**Run 1: signal wires on met3**

Scale bar: 20 um. Cells faint in the background.
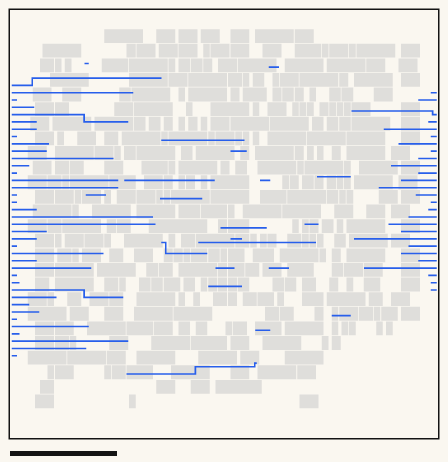
**Run 1: a small window of the routed layout**

Scale bar: 10 um. Region (40, 0) to (80, 40) um. Cells in gray, sequential cells in the stronger gray; small squares are vias.
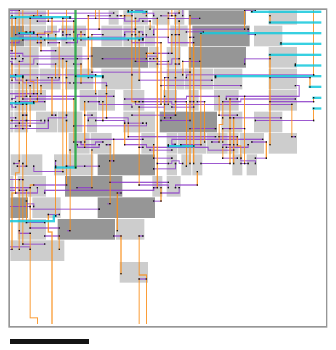
**Run 1: congestion heat map**

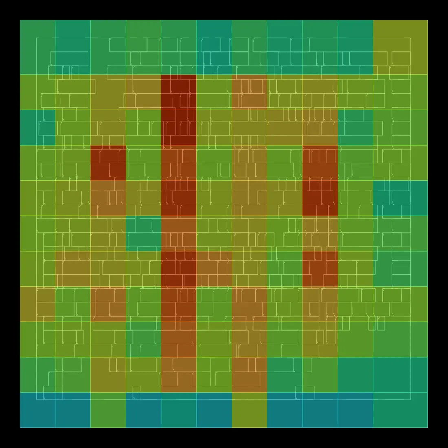
**Run 1: metal 1**

Scale bar: 20 um. Supply wires on this layer in gray.
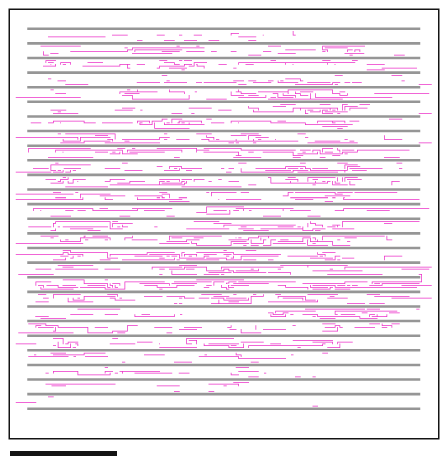
===== src/rtl/nova_io_pkg.sv =====
// Shared codes, sub-addresses, status bits and state type for the Nova PIO sequencer.
// NOVA_IO_SKIP_EN adds the SKRD/SKWAIT states used by SKP instructions.
package nova_io_pkg;

    localparam logic [0:2] XFER_NIO = 3'b000;
    localparam logic [0:2] XFER_DIA = 3'b001;
    localparam logic [0:2] XFER_DOA = 3'b010;
    localparam logic [0:2] XFER_DIB = 3'b011;
    localparam logic [0:2] XFER_DOB = 3'b100;
    localparam logic [0:2] XFER_DIC = 3'b101;
    localparam logic [0:2] XFER_DOC = 3'b110;
    localparam logic [0:2] XFER_SKP = 3'b111;

    localparam logic [0:1] CTRL_NONE = 2'b00;
    localparam logic [0:1] CTRL_S    = 2'b01;
    localparam logic [0:1] CTRL_C    = 2'b10;
    localparam logic [0:1] CTRL_P    = 2'b11;

    localparam logic [0:1] SKP_BN = 2'b00;
    localparam logic [0:1] SKP_BZ = 2'b01;
    localparam logic [0:1] SKP_DN = 2'b10;
    localparam logic [0:1] SKP_DZ = 2'b11;

    localparam logic [0:1] SUB_CTRL = 2'b00;
    localparam logic [0:1] SUB_A    = 2'b01;
    localparam logic [0:1] SUB_B    = 2'b10;
    localparam logic [0:1] SUB_C    = 2'b11;

    localparam int STAT_BUSY_BIT = 0;
    localparam int STAT_DONE_BIT = 1;

    localparam logic [0:5] NOVA_CPU_DEV = 6'o77;

    typedef enum logic [2:0] {
        ST_IDLE,
        ST_XFER,
        ST_XWAIT,
        ST_CTRL,
`ifdef NOVA_IO_SKIP_EN
        ST_SKRD,
        ST_SKWAIT,
`endif
        ST_DONE
    } state_t;

    function automatic logic skip_result(input logic [0:1] cond, input logic [0:15] status);
        logic busy;
        logic done;
        logic result;
        busy = status[STAT_BUSY_BIT];
        done = status[STAT_DONE_BIT];
        case (cond)
            SKP_BN:  result = busy;
            SKP_BZ:  result = !busy;
            SKP_DN:  result = done;
            default: result = !done;
        endcase
        return result;
    endfunction

endpackage


===== src/rtl/nova_io_decode.sv =====
// Classifies an I/O transfer code into read / write / skip and the data sub-address.
module nova_io_decode
    import nova_io_pkg::*;
(
    input  logic [0:2] xfer,
    output logic       is_read,
    output logic       is_write,
    output logic       is_skip,
    output logic [0:1] sub
);

    always_comb begin
        is_read  = 1'b0;
        is_write = 1'b0;
        is_skip  = 1'b0;
        sub      = SUB_CTRL;
        case (xfer)
            XFER_DIA: begin is_read  = 1'b1; sub = SUB_A; end
            XFER_DOA: begin is_write = 1'b1; sub = SUB_A; end
            XFER_DIB: begin is_read  = 1'b1; sub = SUB_B; end
            XFER_DOB: begin is_write = 1'b1; sub = SUB_B; end
            XFER_DIC: begin is_read  = 1'b1; sub = SUB_C; end
            XFER_DOC: begin is_write = 1'b1; sub = SUB_C; end
            XFER_SKP: is_skip = 1'b1;
            default:  ;
        endcase
    end

endmodule


===== src/rtl/nova_io_pio_ctrl.sv =====
// Programmed-I/O sequencer: turns one Nova I/O instruction into device-bus strobes.
// SKP bus handling is present only when NOVA_IO_SKIP_EN is defined.
module nova_io_pio_ctrl
    import nova_io_pkg::*;
#(
    parameter logic [0:5] CPU_DEV = NOVA_CPU_DEV
) (
    input  logic        pclk,
    input  logic        bs_rst,
    input  logic        io_req,
    input  logic [0:2]  io_xfer,
    input  logic [0:1]  io_ctrl,
    input  logic [0:5]  io_dev,
    input  logic [0:15] io_wdata,
    output logic        io_ack,
    output logic [0:15] io_rdata,
    output logic        io_skip,
    output logic        io_busy,
    output logic        bs_stb,
    output logic        bs_we,
    output logic [0:7]  bs_adr,
    output logic [0:15] bs_din,
    input  logic [0:15] bs_dout
);

    state_t state_reg, state_next;

    logic       dec_read, dec_write, dec_skip;
    logic [0:1] dec_sub;
    logic       accept, to_cpu;

    logic        read_reg, read_next;
    logic [0:1]  sub_reg, sub_next;
    logic [0:1]  ctrl_reg, ctrl_next;
    logic [0:5]  dev_reg, dev_next;
    logic [0:15] wdata_reg, wdata_next;

    logic        stb_reg, stb_next, we_reg, we_next;
    logic        ack_reg, ack_next, busy_reg, busy_next;
    logic [0:7]  adr_reg, adr_next;
    logic [0:15] din_reg, din_next, rdata_reg;

    nova_io_decode u_decode (
        .xfer     (io_xfer),
        .is_read  (dec_read),
        .is_write (dec_write),
        .is_skip  (dec_skip),
        .sub      (dec_sub)
    );

    assign accept = (state_reg == ST_IDLE) && io_req;
    assign to_cpu = (io_dev == CPU_DEV);

    // Output decode looks at next-cycle values so the bus sees registered signals.
    assign read_next  = accept ? dec_read : read_reg;
    assign sub_next   = accept ? dec_sub  : sub_reg;
    assign ctrl_next  = accept ? io_ctrl  : ctrl_reg;
    assign dev_next   = accept ? io_dev   : dev_reg;
    assign wdata_next = accept ? io_wdata : wdata_reg;

    always_ff @(posedge pclk) begin
        if (bs_rst) begin
            state_reg <= ST_IDLE;
        end else begin
            state_reg <= state_next;
        end
    end

    always_comb begin
        state_next = state_reg;
        case (state_reg)
            ST_IDLE: begin
                if (io_req) begin
                    if (to_cpu) begin
                        state_next = ST_DONE;
                    end else if (dec_read || dec_write) begin
                        state_next = ST_XFER;
                    end else if (dec_skip) begin
`ifdef NOVA_IO_SKIP_EN
                        state_next = ST_SKRD;
`else
                        state_next = ST_DONE;
`endif
                    end else if (io_ctrl != CTRL_NONE) begin
                        state_next = ST_CTRL;
                    end else begin
                        state_next = ST_DONE;
                    end
                end
            end
            ST_XFER: begin
                if (read_reg) begin
                    state_next = ST_XWAIT;
                end else begin
                    state_next = (ctrl_reg != CTRL_NONE) ? ST_CTRL : ST_DONE;
                end
            end
            ST_XWAIT:  state_next = (ctrl_reg != CTRL_NONE) ? ST_CTRL : ST_DONE;
            ST_CTRL:   state_next = ST_DONE;
`ifdef NOVA_IO_SKIP_EN
            ST_SKRD:   state_next = ST_SKWAIT;
            ST_SKWAIT: state_next = ST_DONE;
`endif
            ST_DONE:   state_next = ST_IDLE;
            default:   state_next = ST_IDLE;
        endcase
    end

    always_comb begin
        stb_next  = 1'b0;
        we_next   = 1'b0;
        adr_next  = '0;
        din_next  = '0;
        ack_next  = 1'b0;
        busy_next = (state_next != ST_IDLE);
        case (state_next)
            ST_XFER: begin
                stb_next = 1'b1;
                we_next  = !read_next;
                adr_next = {dev_next, sub_next};
                din_next = read_next ? 16'h0000 : wdata_next;
            end
            ST_CTRL: begin
                stb_next = 1'b1;
                we_next  = 1'b1;
                adr_next = {dev_next, SUB_CTRL};
                din_next = {14'b0, ctrl_next};
            end
`ifdef NOVA_IO_SKIP_EN
            ST_SKRD: begin
                stb_next = 1'b1;
                adr_next = {dev_next, SUB_CTRL};
            end
`endif
            ST_DONE: ack_next = 1'b1;
            default: ;
        endcase
    end

    always_ff @(posedge pclk) begin
        if (bs_rst) begin
            read_reg  <= 1'b0;
            sub_reg   <= '0;
            ctrl_reg  <= '0;
            dev_reg   <= '0;
            wdata_reg <= '0;
        end else begin
            read_reg  <= read_next;
            sub_reg   <= sub_next;
            ctrl_reg  <= ctrl_next;
            dev_reg   <= dev_next;
            wdata_reg <= wdata_next;
        end
    end

    always_ff @(posedge pclk) begin
        if (bs_rst) begin
            stb_reg  <= 1'b0;
            we_reg   <= 1'b0;
            adr_reg  <= '0;
            din_reg  <= '0;
            ack_reg  <= 1'b0;
            busy_reg <= 1'b0;
        end else begin
            stb_reg  <= stb_next;
            we_reg   <= we_next;
            adr_reg  <= adr_next;
            din_reg  <= din_next;
            ack_reg  <= ack_next;
            busy_reg <= busy_next;
        end
    end

    // Read data persists across instructions; only the CPU pseudo-device forces it to zero.
    always_ff @(posedge pclk) begin
        if (bs_rst) begin
            rdata_reg <= '0;
        end else if (state_reg == ST_XWAIT) begin
            rdata_reg <= bs_dout;
        end else if (accept && to_cpu) begin
            rdata_reg <= '0;
        end
    end

`ifdef NOVA_IO_SKIP_EN
    logic skip_reg;

    always_ff @(posedge pclk) begin
        if (bs_rst) begin
            skip_reg <= 1'b0;
        end else if (state_reg == ST_SKWAIT) begin
            skip_reg <= skip_result(ctrl_reg, bs_dout);
        end else begin
            skip_reg <= 1'b0;
        end
    end

    assign io_skip = skip_reg;
`else
    assign io_skip = 1'b0;
`endif

    assign io_ack   = ack_reg;
    assign io_rdata = rdata_reg;
    assign io_busy  = busy_reg;
    assign bs_stb   = stb_reg;
    assign bs_we    = we_reg;
    assign bs_adr   = adr_reg;
    assign bs_din   = din_reg;

endmodule


===== config.mk =====
export PLATFORM = sky130hd
export DESIGN_NAME = nova_io_pio_ctrl
export DESIGN_NICKNAME = d
export VERILOG_FILES = /design/src/rtl/nova_io_pkg.sv /design/src/rtl/nova_io_decode.sv /design/src/rtl/nova_io_pio_ctrl.sv
export SDC_FILE = /design/constraint.sdc
export NUM_CORES = 1
export LEC_CHECK = 0
export CAP_MARGIN = 15
export CORE_MARGIN = 3
export CORE_UTILIZATION = 48
export DETAILED_ROUTE_END_ITERATION = 6
export PLACE_DENSITY = 0.91
export SLEW_MARGIN = 20
export SYNTH_ARGS = -nofsm -noshare
export SYNTH_HDL_FRONTEND = slang
export SYNTH_HIERARCHICAL = 1
export SYNTH_SLANG_ARGS = --single-unit

===== constraint.sdc =====
create_clock -name pclk -period 4.6 [get_ports pclk]
set_input_delay 0.46 -clock pclk [delete_from_list [all_inputs] [get_ports pclk]]
set_output_delay 0.46 -clock pclk [all_outputs]
set_load 0.02 [all_outputs]

==> impl_metrics.yaml, run 1 <==
# flow metrics
clock_tree:
  cts_sinks: 74
  insertion_delay_ns: 0.34
worst_setup_path:
  cp_slowest_cell: "clkdlybuf4s50_1"
  critical_path_buf_inv_count: 1
route:
  highest_layer: "met4"
  wl_met2_um: 2760
sta:
  rsz0062_at_grt: "no"
  hold_viol: 0
global_route:
  grt_pass1_wl_um: 9790
  grt_pass1_vias: 2200
synthesis:
  numSynthFlops: 74
  largest_area_cell: "dfxtp_1"
  yosys-stat-cells: 277
hold_path:
  hold_start: "dev_reg[2]"
run_status:
  outcome: "finished, final reports clean"
finish:
  fin_nets: 407
  lay_top_count: "clkdlybuf4s50_1"
die:
  fp.dieH_um: 79.7
  die_w_um: 79.7
power_and_ir_drop:
  vdd_drop_max_uv: 253
Notes on 'signal wires on met3' above:
main direction	horizontal
share of all routed wire	10%
wire length on this layer	644 um

Notes on 'a small window of the routed layout' above:
color	layer
green	metal 4
orange	metal 2
cyan	metal 3
purple	metal 1
cells with their middle in the window	80
sequential cells in the window	9
netlist names of flops here include	`bs_din` (3), `bs_adr` (2), `sub_reg` (2)
most frequent	nand2_1 (15), clkdlybuf4s50_1 (14), dfxtp_1 (9)

Notes on 'congestion heat map' above:
GRT met1 Usage: 0.229
routed length per instance: 14.1 um
met2 Use GR: 0.323

Notes on 'metal 1' above:
nets with wire on the layer	350
main direction	horizontal
wire length on this layer	2650 um
longest straight run	21.6 um
vias: 2187
Routed Wire Length: 6140 um

-- run 1: worst paths after layout --
path | endpoint | slack (ns)
worst max-delay path | bs_we | 2.16
worst min-delay path | dev_reg[2] | 0.46
worst max register to register | bs_din[14] | 2.27
worst min register to register | dev_reg[2] | 0.46
-- run 1: cell usage after synthesis, types with 3 or more instances --
| library cell | count |
|---|---|
| a21oi_1 | 28 |
| a22oi_1 | 16 |
| and2_1 | 14 |
| buf_2 | 6 |
| buf_4 | 3 |
| clkbuf_1 | 7 |
| dfxtp_1 | 74 |
| mux2_2 | 3 |
| nand2_1 | 55 |
| nor2_1 | 23 |
| nor2b_1 | 13 |
| nor3b_1 | 3 |
-- run 1: tightest hold or removal path, cell delays in order, from the launching register on --
cell and delay [ns]:
dfxtp_1 0.30, nand2_1 0.04, a21oi_1 0.07
-- run 1: layer usage --
metal	GRT usage	up-vias
met3	0.0982	8
met5	0	-
met2	0.323	100
li1	-	1085
met4	0.0842	0
met1	0.229	994
-- run 1: metrics by stage --
step / hold WS, ns / total power [W] / worst slack [ns] / instances / util
floorplan: 0.434 / 0.000891 / 2.63 / 277 / -
global route: 0.470 / 0.00155 / 1.96 / 435 / 0.715
CTS: 0.462 / 0.00148 / 2.10 / 435 / 0.714
global placement: 0.440 / 0.000988 / 1.94 / 419 / 0.675
finish: 0.460 / 0.00148 / 2.16 / 435 / 0.715
detailed placement: 0.449 / 0.000998 / 1.80 / 420 / 0.677
-- run 1: power by group --
part	switching [W]	internal [W]	total, W
clock network	0.000227	0.000263	0.000491
logic	0.000143	0.000128	0.000272
registers	0.0000245	0.000689	0.000713
-- run 1: final cells by class --
class                      count  area (um^2)
clock inverter                 4         51.3
timing repair buffer          92          913
fill                         380         1470
clock buffer                  11          141
multi-input combinational    183         1020
inverter                       1         3.75
sequential                    74         1480
tap                           70         87.6
-- run 1: logic make-up (layout without fill, tap and decap cells) --
family                 Yosys count  in the layout  synth area share
AND/OR/NAND/NOR                118            118             0.222
flip-flops                      74             74             0.569
AND-OR/OR-AND                   57             57             0.138
buffers and inverters           20            108            0.0418
multiplexers                     4              4            0.0168
XOR/XNOR                         3              3            0.0101
other                            1              1           0.00144
## Run 2: what changed since run 1
CORE_UTILIZATION = 44   (was 48)
PLACE_DENSITY = 0.85   (was 0.91)
clock period = 2.25 ns   (was 4.6 ns; I/O delays follow)
**Run 2: a small window of the routed layout**

Scale bar: 10 um. Region (42, 1) to (82, 41) um. Cells in gray, sequential cells in the stronger gray; small squares are vias.
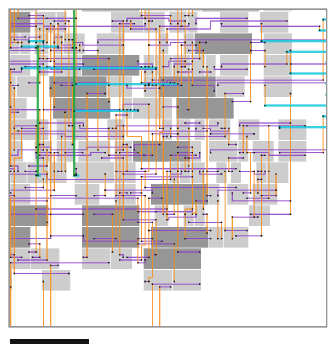
color	layer
orange	metal 2
green	metal 4
cyan	metal 3
purple	metal 1
netlist names of flops here include	`bs_din` (4), `bs_adr` (2), `ctrl_reg` (2)
cells with their middle in the window	98
most frequent	nand2_1 (18), clkdlybuf4s50_1 (17), dfxtp_1 (13)
sequential cells in the window	13

**Run 2: metal 1**

Scale bar: 20 um. Supply wires on this layer in gray.
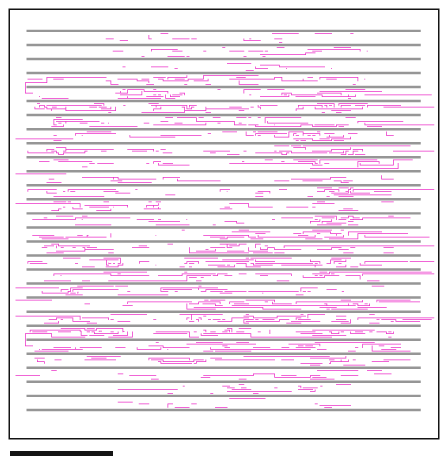
vias: 2246
Routed Wire Length: 6290 um
GRT met1 Usage: 0.216

**Run 2: logic cells by family**

Scale bar: 20 um.
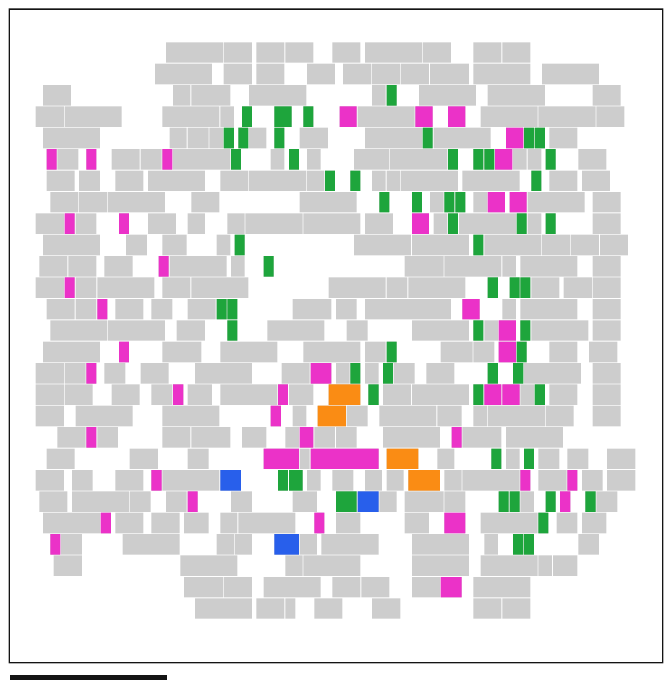
color	family	cells	most used
green	nand cells	58	nand2_1
magenta	nor cells	42	nor2_1
blue	non-inverting ao/oa cells	3	o21a_1
orange	mux cells	4	mux2_2
multi-input gate share of total cell area: 0.268
Top cell excl fill/tap: clkdlybuf4s50_1
fin cells: 449

==> impl_metrics.yaml, run 2 <==
# flow metrics
finish:
  fin_nets: 418
hold_path:
  hold_start: "io_wdata[2]"
global_route:
  grt_pass1_vias: 2298
synthesis:
  largest_area_cell: "dfxtp_1"
  numSynthFlops: 74
  yosys-stat-cells: 277
  synthTopCellsByCount: "dfxtp_1, nand2_1, a21oi_1"
  top_cell: "dfxtp_1"
worst_setup_path:
  reg2reg_setup_slack_ns: 0.31
power_and_ir_drop:
  p_clk_frac: 0.340
  p_int_w: 0.00223
  vdd_drop_max_uv: 538
  p_comb_frac: 0.191
  sequentialPowerShare: 0.469
  sw_frac_of_total: 0.282
  p_sw_w: 0.000877
sta:
  rsz0062_at_grt: "no"
  setup_slack_ns: 0.294
placement:
  place_ws_ns: -0.101
route:
  wl_per_cell_um: 14.0
clock_tree:
  insertion_delay_ns: 0.35
  cts_sinks: 74
die:
  die_w_um: 82.9
  fp.dieH_um: 82.9
run_status:
  outcome: "finished, final reports clean"
-- run 2: cell counts after synthesis --
No cell type changed its count.
-- run 2: kinds of logic (layout without fill, tap and decap cells) --
logic type      Yosys count  in the layout  synth area share
buf+inv                  20            120            0.0418
flops                    74             74             0.569
mux                       4              4            0.0168
xor+xnor                  3              3            0.0101
simple gates            118            118             0.222
other cells               1              1           0.00144
compound gates           57             57             0.138
-- run 2: layout make-up --
cell class              instances  area, um^2
clock buffers                   9         124
inverters                       1        3.75
clock inverters                 7        81.3
multi-input cells             183        1020
repair buffers                103         996
flip-flops and latches         74        1480
well taps                      72        90.1
fillers                       469        1810
-- run 2: how the worst max path moves through the flow --
| stage | startpoint | to | cells after the start |
|---|---|---|---|
| 2_1_floorplan | state_reg[1] | bs_din[14] | 6 |
| 3_3_place_gp | io_req | io_rdata[10] | 6 |
| 3_5_place_dp | io_req | io_rdata[13] | 6 |
| 4_1_cts | state_reg[0] | io_rdata[14] | 5 |
| 5_1_grt | state_reg[0] | bs_din[14] | 6 |
| 6_report | io_xfer[0] | bs_din[14] | 7 |
-- run 2: critical path: stages --
cell and delay [ns]:
clkdlybuf4s50_1 0.46, and3_2 0.23, o21bai_1 0.16, or3_1 0.32, o22ai_1 0.29, mux2_2 0.37
and2_1 0.15
-- run 2: per-stage QoR --
| stage | cell area [um^2] | std cells | hold WS (ns) | total power [W] |
|---|---|---|---|---|
| after floorplan | 2600 | 277 | 0.373 | 0.00182 |
| after global placement | 3580 | 433 | 0.439 | 0.00206 |
| after detailed placement | 3580 | 433 | 0.449 | 0.00208 |
| after CTS | 3790 | 449 | 0.424 | 0.00314 |
| after global routing | 3790 | 449 | 0.449 | 0.00325 |
| final | 3790 | 449 | 0.442 | 0.00311 |
-- run 2: per-layer routing --
layer  routed length [um]  up-vias  track usage
li1                     -     1109            -
met1                 2770     1026        0.216
met2                 2730       94        0.286
met3                  620       17       0.0863
met4                  174        0       0.0906
met5                    0        -            0
-- run 2: power by group through the flow --
| stage | logic, W | registers, W | clock network, W |
|---|---|---|---|
| floorplan | 0.000305 | 0.00152 | 0 |
| global placement | 0.000578 | 0.00148 | 0 |
| detailed placement | 0.000593 | 0.00149 | 0 |
| CTS | 0.000596 | 0.00146 | 0.00109 |
| global route | 0.000647 | 0.00147 | 0.00114 |
| finish | 0.000594 | 0.00146 | 0.00106 |
## Run 3: what changed since run 2
CORE_UTILIZATION = 35   (was 44)
CTS_CLUSTER_SIZE = 14   (was default)
PLACE_DENSITY = 0.72   (was 0.85)
clock period = 2.5 ns   (was 2.25 ns; I/O delays follow)
**Run 3: metal 1**

Scale bar: 20 um. Supply wires on this layer in gray.
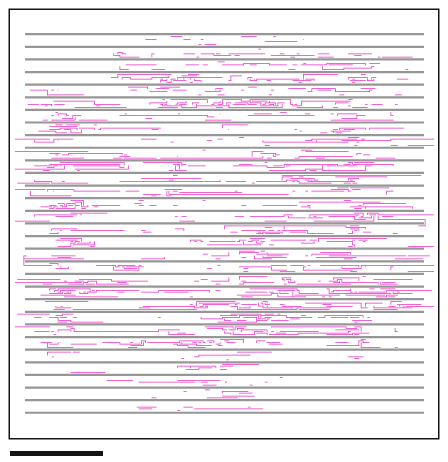
share of all routed wire	48%
longest straight run	29.9 um
wire length on this layer	2980 um

**Run 3: logic cells by family**

Scale bar: 20 um.
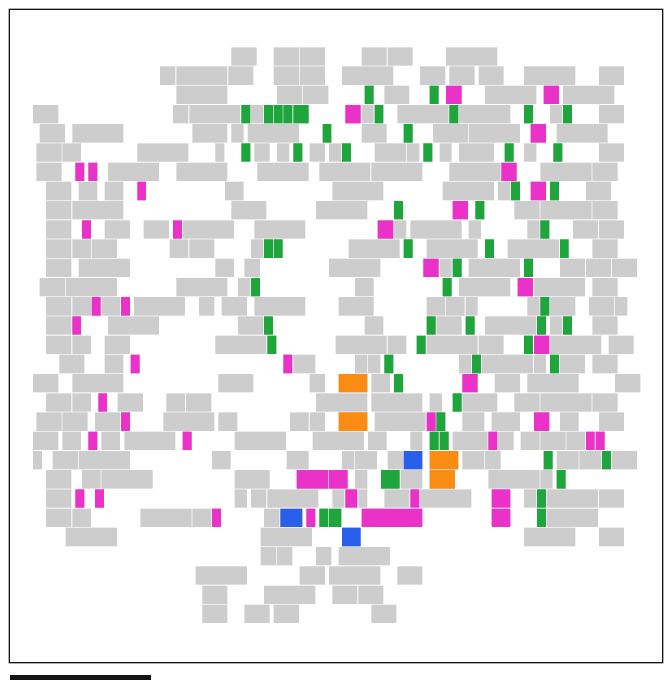
color	family	cells	most used
orange	mux cells	4	mux2_2
magenta	nor cells	42	nor2_1
green	nand cells	58	nand2_1
blue	non-inverting ao/oa cells	3	o21a_1

**Run 3: a small window of the routed layout**

Scale bar: 10 um. Region (49, 3) to (89, 43) um. Cells in gray, sequential cells in the stronger gray; small squares are vias.
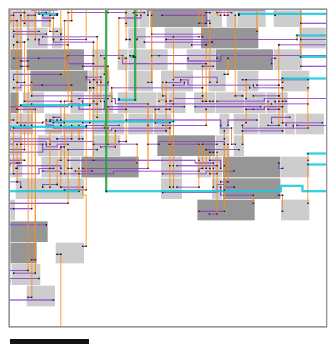
color	layer
green	metal 4
cyan	metal 3
purple	metal 1
orange	metal 2
most frequent	clkdlybuf4s50_1 (14), nand2_1 (13), dfxtp_1 (11)
sequential cells in the window	11
netlist names of flops here include	`bs_adr` (2), `bs_din` (2), `ctrl_reg` (2)
cells with their middle in the window	80

==> impl_metrics.yaml, run 3 <==
# flow metrics
run_status:
  outcome: "finished, final reports clean"
global_route:
  grt_pass1_wl_um: 10000
  antenna_found_initial: 0
  grt_pass1_vias: 2062
  grt_max_degree: 31
finish:
  fin_nets: 412
  lay_top_count: "clkdlybuf4s50_1"
  fin_util: 0.533
synthesis:
  largest_area_cell: "dfxtp_1"
  top_cell: "dfxtp_1"
  numSynthFlops: 74
  yosys-stat-cells: 277
  synthTopCellsByCount: "dfxtp_1, nand2_1, a21oi_1"
power_and_ir_drop:
  vdd_drop_max_uv: 293
sta:
  rsz0062_at_grt: "no"
  period_used_share: 0.807
  hold_viol: 0
route:
  wirelength_um: 6240
  via_count: 2154
  drtPass1Iterations: 4
  wl_per_cell_um: 13.4
hold_path:
  holdPathEnd: "read_reg"
  hold_class: "input port to flip-flop"
  hold_start: "bs_rst"
clock_tree:
  cts_sinks: 74
  clock_tree.root_cell: "clkbuf_8"
  insertion_delay_ns: 0.33
worst_setup_path:
  reg2reg_setup_slack_ns: 0.48
  timing.rr.end: "bs_din[15]"
die:
  fp.dieH_um: 92.3
## run 3: kinds of logic (layout without fill, tap and decap cells)
kind of cell / after synthesis / after routing / synth area share
xor gates and xnor gates: 3 / 3 / 0.0101
muxes: 4 / 4 / 0.0168
and+or+nand+nor: 118 / 118 / 0.222
AOI/OAI and AO/OA: 57 / 57 / 0.138
other: 1 / 1 / 0.00144
buffers and inverters: 20 / 114 / 0.0418
DFF: 74 / 74 / 0.569
## run 3: critical path, stage by stage (launching register included)
cell and delay (ns):
dfxtp_1 0.41, nor4b_4 0.52, o21ai_2 0.19, o22ai_1 0.28, mux2_2 0.37, and2_1 0.15
## run 3: layout make-up
| cell class | instances | area, um^2 |
|---|---|---|
| fillers | 653 | 3280 |
| repair buffers | 97 | 946 |
| flip-flops and latches | 74 | 1480 |
| well taps | 96 | 120 |
| inverters | 1 | 3.75 |
| clock buffers | 10 | 128 |
| multi-input cells | 183 | 1020 |
| clock inverters | 6 | 42.5 |
## run 3: stage by stage
stage	power [W]	setup slack (ns)	hold WS, ns	std cells	cell area, um^2
3_5_place_dp	0.00186	0.184	0.447	451	3570
4_1_cts	0.00267	0.490	0.374	467	3740
6_report	0.00264	0.483	0.399	467	3740
3_3_place_gp	0.00185	0.206	0.440	451	3560
2_1_floorplan	0.00164	0.736	0.398	277	2600
5_1_grt	0.00277	0.305	0.412	467	3740
## run 3: worst max-delay path by stage
stage	from	end	slack, ns
after floorplan	io_xfer[0]	bs_din[14]	0.74
after global placement	io_xfer[1]	bs_din[14]	0.21
after detailed placement	io_xfer[1]	bs_din[14]	0.18
after CTS	state_reg[0]	bs_din[14]	0.49
after global routing	io_xfer[2]	io_busy	0.31
final	state_reg[0]	bs_din[15]	0.48
## run 3: layer usage
metal | up-vias | wire (um) | GRT usage
li1 | 1097 | - | -
met1 | 956 | 2980 | 0.199
met2 | 91 | 2530 | 0.214
met3 | 10 | 615 | 0.0566
met4 | 0 | 106 | 0.0668
met5 | - | 0 | 0
## run 3: power by group
| group | switching, W | leakage (nW) | total (W) | internal (W) |
|---|---|---|---|---|
| clock | 0.000444 | 0.0827 | 0.000806 | 0.000362 |
| sequential | 0.0000451 | 0.602 | 0.00131 | 0.00127 |
| combinational | 0.000267 | 0.681 | 0.000519 | 0.000253 |
Power figures rest on the tool's default switching activity, not on a simulated workload.
